==> src/rtl/shift_right_seq_if.sv <==
// shift_right_seq_if: request/result bundle for the sequential right shifter (arith only with ARITH_SHIFT_EN)
interface shift_right_seq_if #(
    parameter int WIDTH   = 8,
    parameter int COUNT_W = 3
);
    logic               start;
    logic [WIDTH-1:0]   x;
    logic [COUNT_W-1:0] amt;
`ifdef ARITH_SHIFT_EN
    logic               arith;
`endif
    logic [WIDTH-1:0]   f;
    logic               cout;
    logic               sticky;
    logic               busy;
    logic               done;

    modport master (
`ifdef ARITH_SHIFT_EN
        output arith,
`endif
        output start, x, amt,
        input  f, cout, sticky, busy, done
    );

    modport slave (
`ifdef ARITH_SHIFT_EN
        input  arith,
`endif
        input  start, x, amt,
        output f, cout, sticky, busy, done
    );
endinterface

==> src/rtl/shift_right_seq.sv <==
// shift_right_seq: one-bit-per-clock right shifter with cout/sticky; ARITH_SHIFT_EN adds sign fill via arith
module shift_right_seq #(
    parameter int WIDTH   = 8,
    parameter int COUNT_W = 3
) (
    input logic              clk,
    input logic              rst_n,
    shift_right_seq_if.slave bus
);
    typedef enum logic [1:0] {IDLE, SHIFT, DONE} state_t;

    state_t             state;
    state_t             state_nx;
    logic [COUNT_W-1:0] cnt;
    logic               fill;
    logic               accept;

    assign accept   = (state == IDLE) && bus.start;
    assign bus.busy = (state != IDLE);
    assign bus.done = (state == DONE);

`ifdef ARITH_SHIFT_EN
    logic arith_q;
    assign fill = arith_q & bus.f[WIDTH-1];
    // Fill mode is latched with the operand so later arith changes are ignored
    always_ff @(posedge clk or negedge rst_n) begin
        if (!rst_n) arith_q <= 1'b0;
        else if (accept) arith_q <= bus.arith;
    end
`else
    assign fill = 1'b0;
`endif

    // State register
    always_ff @(posedge clk or negedge rst_n) begin
        if (!rst_n) state <= IDLE;
        else state <= state_nx;
    end

    // Next state: zero amount skips straight to DONE; DONE always returns to IDLE
    always_comb begin
        state_nx = state;
        case (state)
            IDLE:    if (bus.start) state_nx = (bus.amt != '0) ? SHIFT : DONE;
            SHIFT:   if (cnt == COUNT_W'(1)) state_nx = DONE;
            default: state_nx = IDLE;
        endcase
    end

    // Datapath: capture on accept, shift one bit per SHIFT cycle, hold otherwise
    always_ff @(posedge clk or negedge rst_n) begin
        if (!rst_n) begin
            bus.f      <= '0;
            bus.cout   <= 1'b0;
            bus.sticky <= 1'b0;
            cnt        <= '0;
        end else if (accept) begin
            bus.f      <= bus.x;
            bus.cout   <= 1'b0;
            bus.sticky <= 1'b0;
            cnt        <= bus.amt;
        end else if (state == SHIFT) begin
            bus.f      <= {fill, bus.f[WIDTH-1:1]};
            bus.cout   <= bus.f[0];
            bus.sticky <= bus.sticky | bus.cout;
            cnt        <= cnt - COUNT_W'(1);
        end
    end
endmodule

==> src/flat_wrapper.sv <==
// flat-port wrapper written by rule: the top's interface ports become plain ports
module shift_right_seq_flat 
#(
    parameter int WIDTH   = 8,
    parameter int COUNT_W = 3
)
  (clk, rst_n, bus_start, bus_x, bus_amt, bus_f, bus_cout, bus_sticky, bus_busy, bus_done);
  shift_right_seq_if #(.WIDTH(WIDTH), .COUNT_W(COUNT_W)) bus_i ();
  input logic clk;
  input logic rst_n;
  input wire logic [$bits(bus_i.start)-1:0] bus_start;
  input wire logic [$bits(bus_i.x)-1:0] bus_x;
  input wire logic [$bits(bus_i.amt)-1:0] bus_amt;
  output wire logic [$bits(bus_i.f)-1:0] bus_f;
  output wire logic [$bits(bus_i.cout)-1:0] bus_cout;
  output wire logic [$bits(bus_i.sticky)-1:0] bus_sticky;
  output wire logic [$bits(bus_i.busy)-1:0] bus_busy;
  output wire logic [$bits(bus_i.done)-1:0] bus_done;
  assign bus_i.start = bus_start;
  assign bus_i.x = bus_x;
  assign bus_i.amt = bus_amt;
  assign bus_f = bus_i.f;
  assign bus_cout = bus_i.cout;
  assign bus_sticky = bus_i.sticky;
  assign bus_busy = bus_i.busy;
  assign bus_done = bus_i.done;
  shift_right_seq #(.WIDTH(WIDTH), .COUNT_W(COUNT_W)) u_core (.clk(clk), .rst_n(rst_n), .bus(bus_i));
endmodule
==> config.mk <==
export PLATFORM = sky130hd
export DESIGN_NAME = shift_right_seq_flat
export DESIGN_NICKNAME = d
export VERILOG_FILES = /design/src/rtl/shift_right_seq_if.sv /design/src/rtl/shift_right_seq.sv /design/src/flat_wrapper.sv
export SDC_FILE = /design/constraint.sdc
export NUM_CORES = 1
export LEC_CHECK = 0
export CORE_ASPECT_RATIO = 1.1
export CORE_UTILIZATION = 35
export CTS_CLUSTER_DIAMETER = 60
export DETAILED_ROUTE_END_ITERATION = 16
export PLACE_DENSITY = 0.59
export SLEW_MARGIN = 20
export SYNTH_ARGS = -nofsm -noshare
export SYNTH_HDL_FRONTEND = slang
export SYNTH_SLANG_ARGS = --single-unit
==> constraint.sdc <==
create_clock -name clk -period 1.8 [get_ports clk]
set_input_delay 0.45 -clock clk [delete_from_list [all_inputs] [get_ports clk]]
set_output_delay 0.45 -clock clk [all_outputs]
set_load 0.01 [all_outputs]
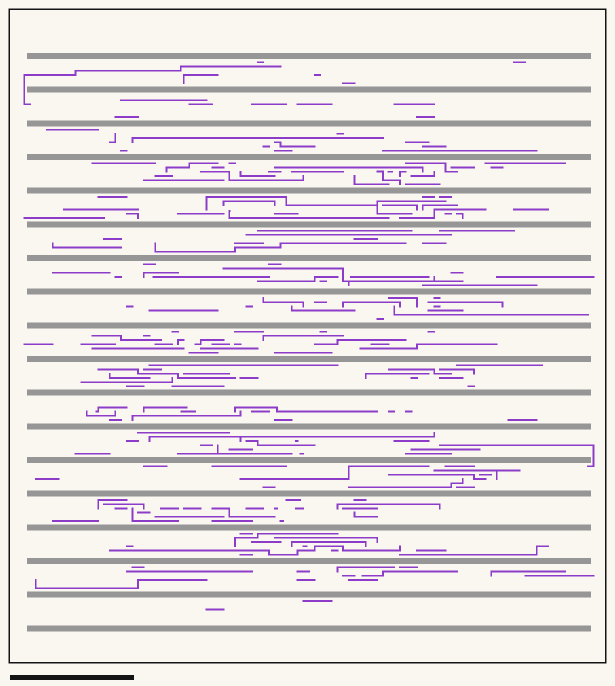
Fig. 1. Met1 routing.
Bar = 10 um. Supply wires on this layer in grey.
114 nets have wire on it. The wires run mostly horizontal. The longest straight run is 23.0 um. The layer holds 46% of the routed length.
DRT Wirelength: 2068 um
met1 track demand over resource: 26.75%

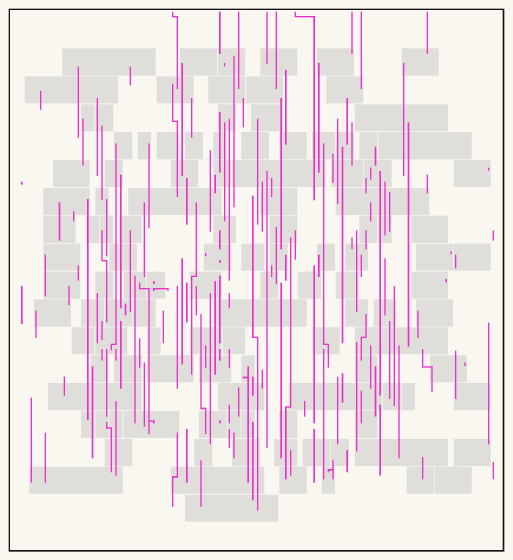
Fig. 2. Met2 routing.
The longest straight run is 26.9 um. The layer holds 48% of the routed length. The layer carries 995 um of wire. The wires run mostly vertical.
via count: 743
M2 GR Usage: 29.28%

==> impl_metrics.csv <==
group,metric,value,unit
run_status,outcome,"completed",
setup_path,worstPathArrival,1.26,ns
grt,gr-usage-all-layers,19.85,%
setup_path,path_type_of_the_worst_setup_path,"reg -> out",
route,firstDrtPassIters,4,
timing,min_period,1.707,ns
layout,layout.cells.most_common,"clkdlybuf4s50_1",
clock_tree,tritoncts,"done",
synth,top_area_share,45.94,%
setup_path,max_stage_delay,0.57,ns
power,comb_power_share,54.0,%
clock_tree,clock_sinks,15,
clock_tree,max-clock-path-buffers,2,
synth,fp_nets,104,
placed_design,gp_routability_congestion,0.7579,
min_path,hold_path_class,"in -> async",
route,detail_route.drc_violations,0,
synth,synth_stat.cells,88,
synth,netlist.top_cell.by_area,"dfrtp_1",
timing,maxSlewViolCount,0,
clock_tree,htree_levels,1,
layout,antenna-diode-count,0,
synth,yosysWarnings,0,
floorplanning,placement_rows,17,
flow_run,drv.max_cap_violation_count,0,
placed_design,final_hpwl_from_detailed_placement,1506,um
power,power.switching,0.0007110,W
timing,max-slew-margin-rel,76.73,%
power,leakage,0.5017,nW
floorplanning,die-height,52.68,um
timing,max_clock_freq,585.8,MHz
floorplanning,initial_core_util,38.80,%
flow_run,warning_count,27,
route,drtIter0Drc,6,
setup_path,critical_path.endpoint_type,"primary output",
setup_path,slowest_stage,"clkdlybuf4s50_1",
layout,non_filler_instances,147,
grt,grt_max_degree,18,
route,post_drt_via_cell_ratio,5.054,
timing,fin_setup_tns,0,ns
synth,syn-cell-area,817.0,um2
layout,layout-area-overhead-vs-synth,40.73,%
route,routedWlPerCell,14.07,um
setup_path,start_kind,"register",
synth,ys_seq_share,45.94,%
layout,fraction_of_final_layout_cells_with_drive_strength_greater_than_1,11.76,%
setup_path,required,1.35,ns
clock_tree,post-cts-setup-buffers,0,
timing,finalSetupViolations,0,
grt,globalRoute.totalOverflow,0,
grt,grt_antenna_before_repair,0,
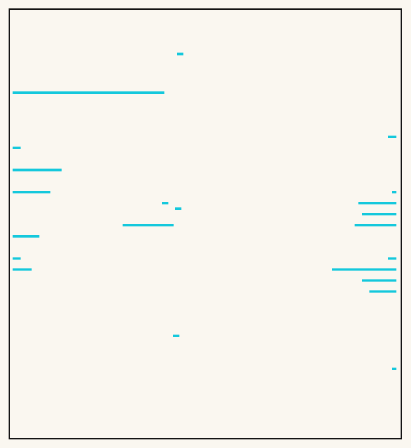
Fig. 3. Signal wires on met3.
19 nets have wire on it. The wires run mostly horizontal.
met3 Usage GRT: 4.138%

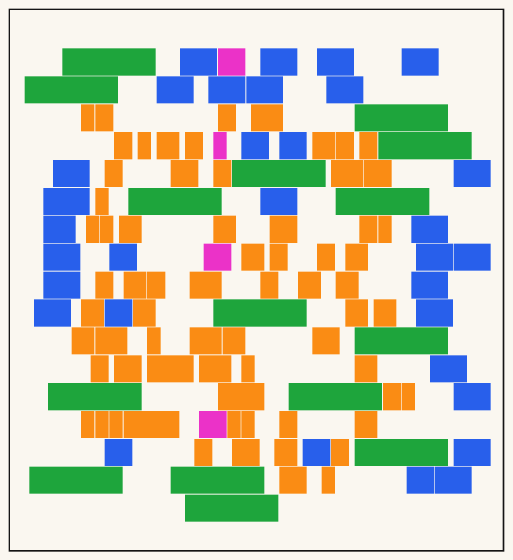
Fig. 4. Placement by cell class.
Key: sequential cells = green [cells 15, share of their area 34%]; clock drivers and dummy loads = magenta [cells 4, share of their area 2.4%]; remaining logic cells = orange [cells 68, share of their area 37%]; remaining buffers and delay cells = blue [cells 32, share of their area 27%]
design area: 1150 um2
proportion of cell area occupied by registers: 32.64%
post-layout utilization of the core: 54.60%
Core Region: 2106 um2

## metal layers
| metal | track usage, % | part of all wire (%) | vias up |
|---|---|---|---|
| li1 | - | - | 373 |
| met1 | 26.75 | 46 | 343 |
| met3 | 4.138 | 3.4 | 5 |
| met4 | 9.722 | 2.3 | 0 |
| met5 | 0 | 0 | - |
| met2 | 29.28 | 48 | 22 |
## layout make-up
class	instances	area [um2]	area share [%]
Sequential cell	15	375.4	32.64
Inverter	6	22.52	1.959
Tap cell	28	35.03	3.047
Timing Repair Buffer	32	304.0	26.44
Clock buffer	4	26.28	2.285
Multi-Input combinational cell	62	386.6	33.62
## registers in the layout (all words and copies together), names as in the netlist
register           count
u_core.bus.f           8
u_core.cnt             3
u_core.state           2
u_core.bus.cout        1
u_core.bus.sticky      1
## logic make-up after synthesis
logic type	count (synthesis)	synth area share (%)
flip-flops	15	45.94
AND-OR/OR-AND	35	27.41
AND/OR/NAND/NOR	25	16.85
adder cells (fa/ha/maj)	2	3.062
buffers and inverters	11	6.738
## power by group through the flow
| stage | combinational (W) | sequential [W] | clock, W |
|---|---|---|---|
| 6_report | 0.000962 | 0.000619 | 0.000200 |
| 5_1_grt | 0.00109 | 0.000638 | 0.000233 |
| 4_1_cts | 0.000978 | 0.000620 | 0.000208 |
| 3_5_place_dp | 0.000977 | 0.000626 | 0 |
| 3_3_place_gp | 0.000966 | 0.000623 | 0 |
| 2_1_floorplan | 0.000536 | 0.000640 | 0 |
## final timing paths
| check | slack [ns] | start | endpoint | depth (start not counted) |
|---|---|---|---|---|
| worst max-delay path | 0.09 | u_core.bus.f[6] | bus_f[6] | 1 |
| worst min-delay path | 0.47 | rst_n | u_core.bus.f[3] | 2 |
| worst max register to register | 0.49 | u_core.state[0] | u_core.bus.f[6] | 5 |
| worst min register to register | 0.53 | u_core.bus.f[1] | u_core.bus.f[1] | 2 |
| max in group asynchronous | 1.15 | rst_n | u_core.state[0] | 2 |
| min in group clk | 0.53 | u_core.bus.f[1] | u_core.bus.f[1] | 2 |
## what timing repair did
item                                    CTS  global route
endpoints found under the setup margin    2             1
hold buffers                              0             0
pin swaps                                 0             0
gates resized                             2             1
## stage by stage
| stage | area, um2 | utilization [%] | hold WS [ns] | worst slack (ns) |
|---|---|---|---|---|
| final | 1150 | 54.60 | 0.4736 | 0.09304 |
| after global placement | 1122 | 53.30 | 0.4940 | 0.1934 |
| after floorplan | 817.0 | - | 0.1544 | 0.5815 |
| after detailed placement | 1122 | 53.30 | 0.5095 | 0.1661 |
| after global routing | 1150 | 54.60 | 0.4867 | 0.02828 |
| after CTS | 1147 | 54.49 | 0.4740 | 0.02358 |
## cells in the mapped netlist (all sizes together)
master   count
a22oi        5
buf          5
nand2b       3
a21o         1
a32oi        1
and2         3
nor2b        8
a2bb2oi      1
a31oi        3
o21bai       1
nand4b       1
a21oi        9
o21ai        9
ha           2
dfrtp       15
o22ai        2
nand2        5
inv          6
nor3         1
nor2         4
o311ai       1
a22o         1
a221oi       1
Power is estimated from default activity; no workload was simulated.
